### src/rtl/gpr_wb_arbiter.sv
// GPR write-back arbiter: merges the in-order W-stage write with buffered
// long-latency results onto the single GPR write port, and keeps a per-register
// pending scoreboard so decode can stall readers of not-yet-written registers.
module gpr_wb_arbiter #(
    parameter int unsigned DEPTH = 4
) (
    input  logic        clk,
    input  logic        reset,
    input  logic        p_we,
    input  logic [4:0]  p_addr,
    input  logic [31:0] p_data,
    input  logic        l_valid,
    input  logic [4:0]  l_addr,
    input  logic [31:0] l_data,
    output logic        l_ready,
    input  logic        iss_valid,
    input  logic [4:0]  iss_addr,
    input  logic [4:0]  A1,
    input  logic [4:0]  A2,
    output logic        busy1,
    output logic        busy2,
    output logic        RegWriteW,
    output logic [4:0]  A3,
    output logic [31:0] WD
);

    localparam int unsigned PW = (DEPTH > 1) ? $clog2(DEPTH) : 1;
    localparam int unsigned CW = PW + 1;

    logic [4:0]    fifo_addr [DEPTH];
    logic [31:0]   fifo_data [DEPTH];
    logic [PW-1:0] wr_ptr;
    logic [PW-1:0] rd_ptr;
    logic [CW-1:0] count;
    logic [31:1]   pending;
    logic [31:0]   pending_vec;

    logic        push;
    logic        pop;
    logic        p_sel;
    logic        fifo_wr;
    logic [4:0]  head_addr;
    logic [31:0] head_data;

    // Source selection: pipeline wins unless it targets $0; otherwise drain the FIFO head
    always_comb begin
        l_ready     = (count != CW'(DEPTH));
        push        = l_valid && l_ready;
        p_sel       = p_we && (p_addr != 5'd0);
        pop         = !p_sel && (count != '0);
        head_addr   = fifo_addr[rd_ptr];
        head_data   = fifo_data[rd_ptr];
        fifo_wr     = pop && (head_addr != 5'd0);
        pending_vec = {pending, 1'b0};
    end

    // Busy also covers a FIFO write being selected this cycle, before it reaches the GPR
    always_comb begin
        busy1 = pending_vec[A1] || (fifo_wr && (head_addr == A1) && (A1 != 5'd0));
        busy2 = pending_vec[A2] || (fifo_wr && (head_addr == A2) && (A2 != 5'd0));
    end

    // FIFO storage; contents need no reset because count gates every read
    always_ff @(posedge clk) begin
        if (push) begin
            fifo_addr[wr_ptr] <= l_addr;
            fifo_data[wr_ptr] <= l_data;
        end
    end

    // FIFO pointers and occupancy; pointers wrap naturally at a power-of-two depth
    always_ff @(posedge clk or posedge reset) begin
        if (reset) begin
            wr_ptr <= '0;
            rd_ptr <= '0;
            count  <= '0;
        end else begin
            if (push) wr_ptr <= wr_ptr + PW'(1);
            if (pop)  rd_ptr <= rd_ptr + PW'(1);
            case ({push, pop})
                2'b10:   count <= count + CW'(1);
                2'b01:   count <= count - CW'(1);
                default: count <= count;
            endcase
        end
    end

    // Registered GPR write port; address/data hold when nothing is written
    always_ff @(posedge clk or posedge reset) begin
        if (reset) begin
            RegWriteW <= 1'b0;
            A3        <= 5'd0;
            WD        <= 32'd0;
        end else if (p_sel) begin
            RegWriteW <= 1'b1;
            A3        <= p_addr;
            WD        <= p_data;
        end else if (fifo_wr) begin
            RegWriteW <= 1'b1;
            A3        <= head_addr;
            WD        <= head_data;
        end else begin
            RegWriteW <= 1'b0;
        end
    end

    // Pending scoreboard: a new issue takes precedence over a same-cycle clear
    always_ff @(posedge clk or posedge reset) begin
        if (reset) begin
            pending <= '0;
        end else begin
            for (int i = 1; i < 32; i++) begin
                if (iss_valid && (iss_addr == 5'(i))) begin
                    pending[i] <= 1'b1;
                end else if (fifo_wr && (head_addr == 5'(i))) begin
                    pending[i] <= 1'b0;
                end
            end
        end
    end

endmodule
### config.mk
export PLATFORM = sky130hd
export DESIGN_NAME = gpr_wb_arbiter
export DESIGN_NICKNAME = d
export VERILOG_FILES = /design/src/rtl/gpr_wb_arbiter.sv
export SDC_FILE = /design/constraint.sdc
export NUM_CORES = 1
export LEC_CHECK = 0
export ABC_AREA = 1
export CORE_ASPECT_RATIO = 0.75
export CORE_MARGIN = 2
export CORE_UTILIZATION = 45
export DETAILED_ROUTE_END_ITERATION = 8
export PLACE_DENSITY = 0.67
export SLEW_MARGIN = 5
export SYNTH_ARGS = -nofsm -noshare
export SYNTH_HDL_FRONTEND = slang
export SYNTH_SLANG_ARGS = --single-unit
export TNS_END_PERCENT = 20
### constraint.sdc
create_clock -name clk -period 8.4 [get_ports clk]
set_input_delay 1.68 -clock clk [delete_from_list [all_inputs] [get_ports clk]]
set_output_delay 1.68 -clock clk [all_outputs]
set_load 0.01 [all_outputs]
Fig. 1: clock wires, drivers and flops
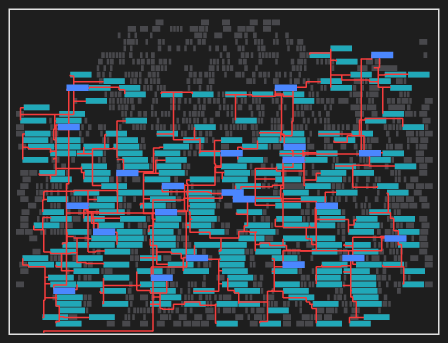
- cyan: flip-flops (count 224)
- blue: cells driving clock nets (count 22)
- red: clock wires (length 2,580 um)
- routed clock nets: 23
clock skew: 9.08 ps
clock power share: 22.5%
clk_lat worst skew: 500 ps

Fig. 2: placed standard cells
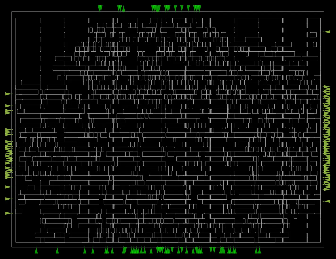
total core area: 0.0222 mm^2
Well Taps: 294
final core occ: 56.0%
number of core rows: 47
fillcell total: 1,959

==> results.cfg <==
; synthesis and place-and-route metrics
[final_layout]
nets = 1310
finalInstanceArea_mm2 = 0.0124
final-nonclk-buf-share_pct = 11.4
flop_area_mm2 = 0.00635
diodes = 1
area_growth_pct = 21.9
inverters = 59
seq_share_pct = 51.1
lay_top_cells = nand2_1, edfxtp_1, clkdlybuf4s50_1, nand3_1, nor2_1
top_register = fifo_data
drive_gt1_share_pct = 4.89
top_regs = fifo_data (128), WD (32), pending (31)
nClkBuffers = 26
flop-count = 224
comb_cells = 759

[logic_synthesis]
ys_seq_share_pct = 62.3
edf_count = 148
yosys.area.top_type = edfxtp_1
ys_top_logic_family = simple AND/OR/NAND/NOR gates
mux_share_pct = 0
synth_dominant_cell_count = nand2_1
yosys_warnings = 0
synthTopCellsByCount = nand2_1, edfxtp_1, nand3_1, nor2_1, o21ai_0
netlist_instances = 1097
syn_nets = 1197

[setup_path]
reg2reg_depth = 8
worstReg2RegStart = rd_ptr[1]
arrival_ps = 4830
critPathMaxStageDelay_ps = 610
critPathCaptureType = output pin
cp_cell_sequence = clkdlybuf4s50_1 > nor3_1 > nand2_1 > nand2_2 > nand2_1 > inv_1 > nand2_2 > o21ai_0 > clkdlybuf4s50_1
reg2reg_to = WD[16]
crit_fanout = 39
cp.buffers_inverters = 3
crit_cells = 9
cp_top_family = simple AND/OR/NAND/NOR gates

[clock_tree]
cts_max_level = 1
cts_tree = yes
cts_hold_buf = 0
clk_path_buf_depth = 3
cts_sinks = 224

[power]
powerDensity_mw_per_mm2 = 335
clk-power_w = 0.000934
power_w = 0.00416

[timing]
hold_viol_final = 0
drv_slew = 0
fmax_mhz = 154
fin_crit_ps = 6510
setup_ws_ps = 1890
setup-violations-final = 0
relSlewSlack_pct = 14.9

[hold_path]
min_path_type = reg2reg
hold_end = count[0]
min_from = count[0]
hold_depth = 1

[grt]
grt_pass1_wl_mm = 42.4
grt_pass1_vias = 7517
use_met2_pct = 33.3
antenna_found_initial = 2
use_met3_pct = 5.47

[drt]
routed_wl_mm = 27.4
routedLengthMet1_mm = 12.8
vias_per_cell = 5.33
wl_met3_mm = 2.78
dr_wl_met2_mm = 11.5
ant_nets = 0

[floorplanning]
die_width_um = 178
die_h_um = 134
initial_utilization_pct = 45.9
design.portCount = 135

[run_status]
run_status = finished clean

[placement]
detailed_place_hpwl_mm = 17.6
port_buffers = 134
dp_cells = 1480
Power is estimated from default activity; no workload was simulated.
